===== src/rtl/uart_pkg.sv =====
// Shared types, parity encodings and helpers for the parametrised UART receiver.
package uart_pkg;

  typedef enum logic [2:0] {
    IDLE,
    START,
    DATA,
    PARITY,
    STOP,
    WAIT_HIGH
  } rx_state_t;

  localparam int PAR_NONE = 0;
  localparam int PAR_EVEN = 1;
  localparam int PAR_ODD  = 2;

  function automatic int bit_ticks(input int freq, input int baud);
    return freq / baud;
  endfunction

  function automatic logic maj3(input logic a, input logic b, input logic c);
    return (a & b) | (a & c) | (b & c);
  endfunction

endpackage


===== src/rtl/uart_rx_fifo.sv =====
// Small synchronous FIFO; a push into a full FIFO is accepted only alongside a pop.
module uart_rx_fifo #(
  parameter int WIDTH = 8,
  parameter int DEPTH = 4
) (
  input  logic                   clk,
  input  logic                   rst_n,
  input  logic                   push,
  input  logic [WIDTH-1:0]       wdata,
  input  logic                   pop,
  output logic [WIDTH-1:0]       rdata,
  output logic                   full,
  output logic                   empty,
  output logic [$clog2(DEPTH):0] count
);

  localparam int AW = $clog2(DEPTH);
  localparam logic [AW:0]   FULL_CNT = (AW+1)'(DEPTH);
  localparam logic [AW-1:0] PTR_ONE  = AW'(1);
  localparam logic [AW:0]   CNT_ONE  = (AW+1)'(1);

  logic [DEPTH-1:0][WIDTH-1:0] mem_q, mem_d;
  logic [AW-1:0]               wr_ptr_q, wr_ptr_d, rd_ptr_q, rd_ptr_d;
  logic [AW:0]                 count_q, count_d;
  logic                        do_push, do_pop;

  assign full  = (count_q == FULL_CNT);
  assign empty = (count_q == '0);
  assign count = count_q;
  assign rdata = mem_q[rd_ptr_q];

  always_comb begin
    mem_d    = mem_q;
    wr_ptr_d = wr_ptr_q;
    rd_ptr_d = rd_ptr_q;
    count_d  = count_q;
    do_pop   = pop && !empty;
    // a full FIFO still takes a push when the head leaves in the same cycle
    do_push  = push && (!full || do_pop);
    if (do_push) begin
      mem_d[wr_ptr_q] = wdata;
      wr_ptr_d        = wr_ptr_q + PTR_ONE;
    end
    if (do_pop) rd_ptr_d = rd_ptr_q + PTR_ONE;
    if (do_push && !do_pop)      count_d = count_q + CNT_ONE;
    else if (do_pop && !do_push) count_d = count_q - CNT_ONE;
  end

  always_ff @(posedge clk or negedge rst_n) begin
    if (!rst_n) begin
      mem_q    <= '0;
      wr_ptr_q <= '0;
      rd_ptr_q <= '0;
      count_q  <= '0;
    end else begin
      mem_q    <= mem_d;
      wr_ptr_q <= wr_ptr_d;
      rd_ptr_q <= rd_ptr_d;
      count_q  <= count_d;
    end
  end

endmodule


===== src/rtl/uart_rx_param.sv =====
// Parametrised UART receiver: sync, 3-sample vote, frame FSM with error flags,
// and an elastic FIFO presenting a valid/ready byte stream.
module uart_rx_param
  import uart_pkg::*;
#(
  parameter int CLK_FREQUENCY = 50_000_000,
  parameter int BAUD_RATE     = 115200,
  parameter int DATA_BITS     = 8,
  parameter int PARITY_MODE   = 0,
  parameter int STOP_BITS     = 1,
  parameter int FIFO_DEPTH    = 4
) (
  input  logic                 clk,
  input  logic                 rst_n,
  input  logic                 uart_rx,
  output logic [DATA_BITS-1:0] rx_data,
  output logic                 rx_parity_err,
  output logic                 rx_frame_err,
  output logic                 rx_break,
  output logic                 rx_valid,
  input  logic                 rx_ready,
  output logic                 overrun_err,
  output logic                 rx_busy
);

  localparam int BIT_TICKS = bit_ticks(CLK_FREQUENCY, BAUD_RATE);
  localparam int MID       = BIT_TICKS / 2;
  localparam int TW        = $clog2(BIT_TICKS);
  localparam int BW        = $clog2(DATA_BITS);

  localparam logic [TW-1:0] T_S0   = TW'(MID - 1);
  localparam logic [TW-1:0] T_S1   = TW'(MID);
  localparam logic [TW-1:0] T_VOTE = TW'(MID + 1);
  localparam logic [TW-1:0] T_END  = TW'(BIT_TICKS - 1);
  localparam logic [TW-1:0] T_ONE  = TW'(1);
  localparam logic [BW-1:0] LAST_BIT  = BW'(DATA_BITS - 1);
  localparam logic [BW-1:0] IDX_ONE   = BW'(1);
  localparam logic          LAST_STOP = (STOP_BITS == 2);
  localparam logic          PAR_INV   = (PARITY_MODE == PAR_ODD);

  if (DATA_BITS < 5 || DATA_BITS > 9) begin : g_bad_data_bits
    $error("uart_rx_param: DATA_BITS must be 5..9");
  end
  if (PARITY_MODE < PAR_NONE || PARITY_MODE > PAR_ODD) begin : g_bad_parity
    $error("uart_rx_param: PARITY_MODE must be 0, 1 or 2");
  end
  if (STOP_BITS != 1 && STOP_BITS != 2) begin : g_bad_stop
    $error("uart_rx_param: STOP_BITS must be 1 or 2");
  end
  if (FIFO_DEPTH < 2 || (FIFO_DEPTH & (FIFO_DEPTH - 1)) != 0) begin : g_bad_depth
    $error("uart_rx_param: FIFO_DEPTH must be a power of two >= 2");
  end
  if (BIT_TICKS < 8) begin : g_bad_ticks
    $error("uart_rx_param: CLK_FREQUENCY/BAUD_RATE must be >= 8");
  end

  typedef struct packed {
    logic                 brk;
    logic                 ferr;
    logic                 perr;
    logic [DATA_BITS-1:0] data;
  } rx_entry_t;

  localparam int EW = $bits(rx_entry_t);

  // Reset: asynchronous assert, deassert released through two flops.
  logic [1:0] rst_sync_q;
  logic       rst_int_n;

  always_ff @(posedge clk or negedge rst_n) begin
    if (!rst_n) rst_sync_q <= '0;
    else        rst_sync_q <= {rst_sync_q[0], 1'b1};
  end
  assign rst_int_n = rst_sync_q[1];

  // vld_pipe_q marks when the synchronizer holds real line samples rather
  // than its reset value, so a line stuck low at reset exit never looks like an edge.
  logic       sync1_q, sync2_q, rx_s;
  logic [1:0] vld_pipe_q;
  logic       rx_prev_q, rx_prev_d, fall;

  always_ff @(posedge clk or negedge rst_int_n) begin
    if (!rst_int_n) begin
      sync1_q    <= 1'b1;
      sync2_q    <= 1'b1;
      vld_pipe_q <= '0;
      rx_prev_q  <= 1'b0;
    end else begin
      sync1_q    <= uart_rx;
      sync2_q    <= sync1_q;
      vld_pipe_q <= {vld_pipe_q[0], 1'b1};
      rx_prev_q  <= rx_prev_d;
    end
  end

  assign rx_s      = sync2_q;
  assign rx_prev_d = vld_pipe_q[1] & rx_s;
  assign fall      = rx_prev_q & ~rx_s & vld_pipe_q[1];

  rx_state_t            state_q, state_d;
  logic [TW-1:0]        tick_q, tick_d;
  logic [BW-1:0]        bit_idx_q, bit_idx_d;
  logic                 stop_idx_q, stop_idx_d;
  logic [1:0]           samp_q, samp_d;
  logic [DATA_BITS-1:0] shift_q, shift_d;
  logic                 perr_q, perr_d, ferr_q, ferr_d;
  logic                 ferr_now, vote, vote_pt, end_bit;
  logic                 push;
  rx_entry_t            push_entry, head;

  assign vote_pt = (tick_q == T_VOTE);
  assign end_bit = (tick_q == T_END);
  assign vote    = maj3(samp_q[0], samp_q[1], rx_s);

  always_comb begin
    state_d    = state_q;
    tick_d     = tick_q;
    bit_idx_d  = bit_idx_q;
    stop_idx_d = stop_idx_q;
    samp_d     = samp_q;
    shift_d    = shift_q;
    perr_d     = perr_q;
    ferr_d     = ferr_q;
    ferr_now   = ferr_q;
    push       = 1'b0;

    if (state_q != IDLE) begin
      tick_d = end_bit ? '0 : tick_q + T_ONE;
      if (tick_q == T_S0) samp_d[0] = rx_s;
      if (tick_q == T_S1) samp_d[1] = rx_s;
    end

    unique case (state_q)
      IDLE: begin
        if (fall) begin
          state_d = START;
          tick_d  = '0;
          perr_d  = 1'b0;
          ferr_d  = 1'b0;
        end
      end
      START: begin
        if (vote_pt && vote) begin
          state_d = IDLE;
        end else if (end_bit) begin
          state_d   = DATA;
          bit_idx_d = '0;
        end
      end
      DATA: begin
        if (vote_pt) shift_d[bit_idx_q] = vote;
        if (end_bit) begin
          if (bit_idx_q == LAST_BIT) begin
            state_d    = (PARITY_MODE != PAR_NONE) ? PARITY : STOP;
            stop_idx_d = 1'b0;
          end else begin
            bit_idx_d = bit_idx_q + IDX_ONE;
          end
        end
      end
      PARITY: begin
        if (vote_pt) perr_d = vote ^ (^shift_q) ^ PAR_INV;
        if (end_bit) begin
          state_d    = STOP;
          stop_idx_d = 1'b0;
        end
      end
      STOP: begin
        if (vote_pt) begin
          ferr_now = ferr_q | ~vote;
          ferr_d   = ferr_now;
          // commit at the last stop vote so a following start edge is not missed
          if (stop_idx_q == LAST_STOP) begin
            push    = 1'b1;
            state_d = ferr_now ? WAIT_HIGH : IDLE;
          end
        end else if (end_bit) begin
          stop_idx_d = 1'b1;
        end
      end
      WAIT_HIGH: begin
        if (rx_s) state_d = IDLE;
      end
      default: state_d = IDLE;
    endcase
  end

  always_ff @(posedge clk or negedge rst_int_n) begin
    if (!rst_int_n) begin
      state_q    <= IDLE;
      tick_q     <= '0;
      bit_idx_q  <= '0;
      stop_idx_q <= 1'b0;
      samp_q     <= '0;
      shift_q    <= '0;
      perr_q     <= 1'b0;
      ferr_q     <= 1'b0;
    end else begin
      state_q    <= state_d;
      tick_q     <= tick_d;
      bit_idx_q  <= bit_idx_d;
      stop_idx_q <= stop_idx_d;
      samp_q     <= samp_d;
      shift_q    <= shift_d;
      perr_q     <= perr_d;
      ferr_q     <= ferr_d;
    end
  end

  always_comb begin
    push_entry      = '0;
    push_entry.data = shift_q;
    push_entry.perr = perr_q;
    push_entry.ferr = ferr_now;
    push_entry.brk  = ferr_now && (shift_q == '0);
  end

  logic [EW-1:0]                 fifo_rdata;
  logic                          fifo_full, fifo_empty, pop;
  logic [$clog2(FIFO_DEPTH):0]   fifo_count;
  logic                          overrun_q, overrun_d;

  uart_rx_fifo #(
    .WIDTH (EW),
    .DEPTH (FIFO_DEPTH)
  ) u_fifo (
    .clk   (clk),
    .rst_n (rst_int_n),
    .push  (push),
    .wdata (push_entry),
    .pop   (pop),
    .rdata (fifo_rdata),
    .full  (fifo_full),
    .empty (fifo_empty),
    .count (fifo_count)
  );

  assign pop       = rx_ready && !fifo_empty;
  assign overrun_d = push && fifo_full && !pop;

  always_ff @(posedge clk or negedge rst_int_n) begin
    if (!rst_int_n) overrun_q <= 1'b0;
    else            overrun_q <= overrun_d;
  end

  assign head          = rx_entry_t'(fifo_rdata);
  assign rx_data       = head.data;
  assign rx_parity_err = head.perr;
  assign rx_frame_err  = head.ferr;
  assign rx_break      = head.brk;
  assign rx_valid      = (fifo_count != '0);
  assign overrun_err   = overrun_q;
  assign rx_busy       = (state_q != IDLE);

endmodule


===== config.mk =====
export PLATFORM = sky130hd
export DESIGN_NAME = uart_rx_param
export DESIGN_NICKNAME = d
export VERILOG_FILES = /design/src/rtl/uart_pkg.sv /design/src/rtl/uart_rx_fifo.sv /design/src/rtl/uart_rx_param.sv
export SDC_FILE = /design/constraint.sdc
export NUM_CORES = 1
export LEC_CHECK = 0
export ABC_CLOCK_PERIOD_IN_PS = 3200
export CORE_ASPECT_RATIO = 0.9
export CORE_MARGIN = 10
export CORE_UTILIZATION = 48
export DETAILED_ROUTE_END_ITERATION = 8
export PLACE_DENSITY = 0.64
export SETUP_SLACK_MARGIN = 0.05
export SLEW_MARGIN = 20
export SYNTH_ARGS = -nofsm -noshare
export SYNTH_HDL_FRONTEND = slang
export SYNTH_SLANG_ARGS = --single-unit

===== constraint.sdc =====
create_clock -name clk -period 3.2 [get_ports clk]
set_input_delay 0.64 -clock clk [delete_from_list [all_inputs] [get_ports clk]]
set_output_delay 0.64 -clock clk [all_outputs]
set_load 0.02 [all_outputs]

clk_routes.png
Bar = 20 um.
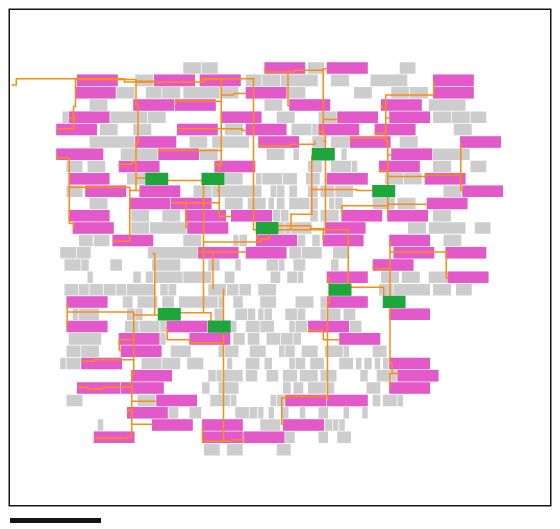
[magenta] flip-flops | count: 87
[orange] clock wires | length: 1010 um
[green] clock drivers | count: 9
routed clock nets	10
clock latency at the later pin of the worst-skew pair: 350 ps
Clk. pwr: 0.889 mW
Worst Skew: 10.6 ps
clock share of power: 36.1%

io_placement.png
Pins as bars across the die edge, other pins in grey.
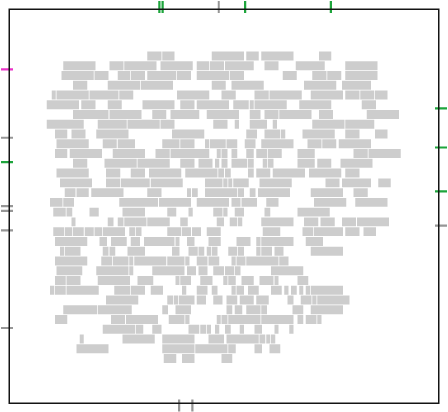
colour	port	pins	direction	edge
magenta	`clk`	1	input	west
green	`rx_data`	8	output	4 north, 3 east, 1 west
die boundary height: 109 um
Port Buf Inserts: 17

==> qor.yml <==
yosys:
  post_synth_instance_area_um2: 4260
  synth_stat.cells: 326
  synthMuxAreaShare_pct: 20.8
  common_cells: "dfrtp_1 (85), mux2_2 (52), inv_1 (19)"
  adder_share_pct: 5.11
  synth.top_cell.area_share_pct: 49.9
  post-synth-top-area-cell: "dfrtp_1"
  synth_cells: 326
  postSynth.asyncResetShare_pct: 100
  postSynth.topFlopCell: "dfrtp_1"
  post_synth_area_from_yosys_stat_um2: 4260
  ys_seq_share_pct: 51.1
  synth_top_cell_by_count: "dfrtp_1"
  syn_avg_cell_area_um2: 13.1
  topCombFamilyByArea: "multiplexers"
  synth.distinct_cells: 53
  synth.area.top_cells: "dfrtp_1 (50%), mux2_2 (14%), mux4_2 (5.8%)"
  synthSimpleGateAreaFrac_pct: 12.8
  warnings_from_yosys: 0
  post_synth_edffs: 0
  ys_seq_elements: 87
  ys_sh_aoi_pct: 4.58
  synth-xor-area-share_pct: 3.08
floorplan:
  ioPinCount: 18
  die_x_um: 119
  fp.dieArea_um2: 13100
  area_inside_the_core_boundary_um2: 8610
  core.rowCount: 32
  core_util_floorplan_pct: 49.5
  number_of_well_taps: 119
layout:
  postLayoutCellArea_um2: 4880
  largest_register_ff_count: 44
  layout.cells.most_common: "dfrtp_1"
  multi_input_comb_cells: 215
  design.seq.count: 87
  non_clock_buffer_area_fraction_after_layout_pct: 5.13
  filler_cell_count: 726
  layout.area.comb_um2: 1980
  lay_top_cells: "dfrtp_1 (84), mux2_2 (52), inv_1 (19)"
  drive_above_1_share_pct: 27.0
  layout.non_clock_inverters: 20
  area.growth.synth_to_final_pct: 14.5
  sequential_cell_area_um2: 2180
  sh_comb_area_pct: 40.7
  finalNetCount: 378
  regMostFlops: "u_fifo.mem_q"
  n_clock_buffer: 10
  layout.clock.cell_area_share_pct: 4.87
  finish.cell_count_without_fillers: 482
  diodes: 0
  layout.non_clock_buffers: 25
  layout_top_registers: "u_fifo.mem_q (44), tick_q (9), shift_q (8)"
sta:
  setup_repair_after_global_routing_missed_its_margin: "no"
  worst_hold_margin_ps: 247
  final_period_minus_worst_setup_slack_ps: 2790
  fmax_ghz: 0.358
  max_slew.worst_pin.slew_ps: 649
  finalWorstSetupSlack_ps: 410
  setup-tns-final_ps: 0
  worst_relative_slew_slack_pct: 56.4
  setup_viol_count_final: 0
  hold_violations: 0
  final_max_slew_viol_count: 0
  final_min_period_over_clock_period_pct: 87.2
drt:
  vias_per_cell: 5.50
  dr_wl_met3_um: 254
  dr_total_vias: 2649
  firstDrtPassIters: 4
  routed.top_layer: "met4"
  route.antenna.remaining_nets: 0
  route.met2.wl_mm: 3.79
  wirelength_met1_mm: 4.00
  postRouteWirelength_mm: 8.12
  initialDrtViolationCount: 132
  route.detailed.drc: 0
clock_network:
  clock_path_buffers: 2
  post_cts_buffers: 0
  cts_repair_resize_count: 0
  cts.sinks: 87
  cts.hold.buffers_added: 0
  clockRootBuffer: "clkbuf_8"
  tritoncts_clock_tree: "yes"
  clock_tree.htree_level_count: 3
  cts_made_buffers: 9
  clkSlewWorstSetupHoldPaths_ps: 90
pwr:
  power.internal_mw: 1.78
  power_leakage_nw: 2.21
  p_total_mw: 2.47
  power_frac_comb_pct: 14.1
  power_top_consumer: "sequential cells"
  powerDensity_nw_per_um2: 505
  power.ir.vdd_worst_v: 0.000273
  power.share.sequential_pct: 49.9
  power.net_switching_mw: 0.687
  comb-power_mw: 0.347
setup_path:
  critical_path.endpoint_type: "output port"
  timing.reg2reg.worst_path_depth: 10
  worst_path_max_delay_cell: "clkdlybuf4s50_1"
  timing.critical_path.required_ps: 2560
  timing.critical_path.cells: "buf_4 -> nor3_1 -> buf_4 -> clkinv_1 -> clkdlybuf4s50_1"
  setup.worst_path.start: "state_q[1]"
  setup.worst_path.end: "rx_busy"
  slack_of_the_worst_reg_to_reg_path_ps: 430
  worst-endpoint-arrival_ps: 2150
  setup.worst_path.class: "reg2out"
  cp_num_buf_inv: 4
  critical_path_peak_fanout: 9
  critical_path.max_stage_delay_ps: 640
  startpoint_type_of_the_worst_setup_path: "register"
  path_delay_family: "buffers and inverters"
  worstSetupPathDepth: 5
  rr_endpoint: "u_fifo.count[2]"
  critPathMostFrequentCell: "buf_4"
  timing.rr.start: "state_q[2]"
grt:
  antenna_found_initial: 0
  overflow: 0
  top_usage_layer: "met2"
  groute.layer.met2.usage_pct: 20.8
  grtUsageMet1_pct: 17.5
  grt_pass1_wl_mm: 13.7
  first_global_vias: 2693
  grt_max_degree: 86
placed_design:
  pre_cts_slack_ps: 301
  gp_congestion: 0.886
  place_inst: 465
  dp_hpwl_mm: 5.61
  placed_area_um2: 4610
job:
  warnings: 32
  maxCapViolations: 0
hold_path:
  timing.hold.worst.class: "reg2async"
run_status:
  run_status: "finished clean"
flops_by_reg.png
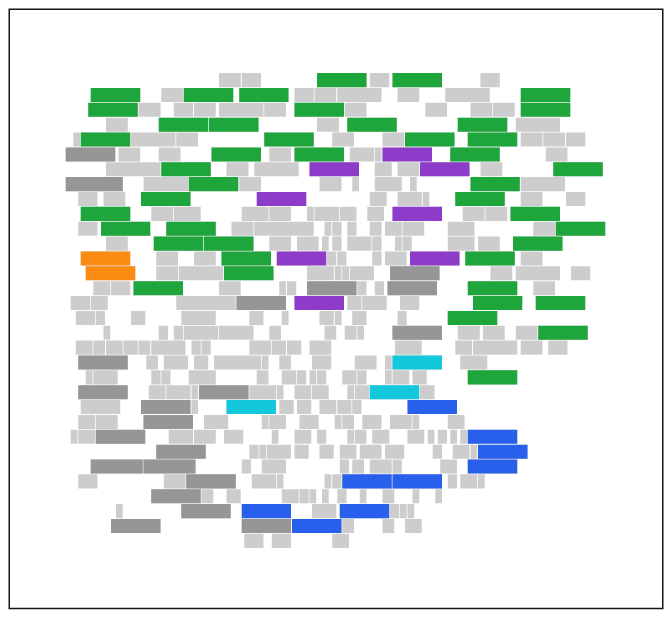
colour	signal	flops
cyan	`state_q`	3
blue	`tick_q`	9
purple	`shift_q`	8
green	`u_fifo.mem_q`	44
orange	`u_fifo.rd_ptr_q`	2
Seq group: 1.23 mW
register fraction of the total cell area: 44.7%
post-route core utilization: 56.7%

congestion.png
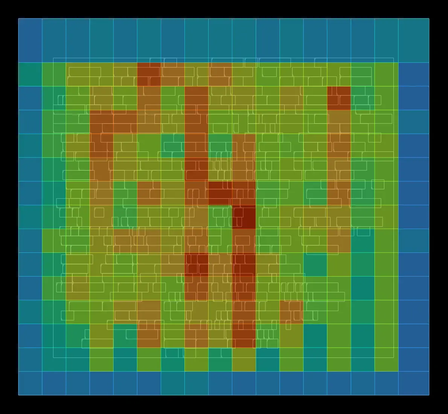
total routing resource utilization after global routing: 13.1%
met3 routing resource usage after global routing: 3.23%
average wire per standard cell: 16.8 um

Power figures rest on the tool's default switching activity, not on a simulated workload.
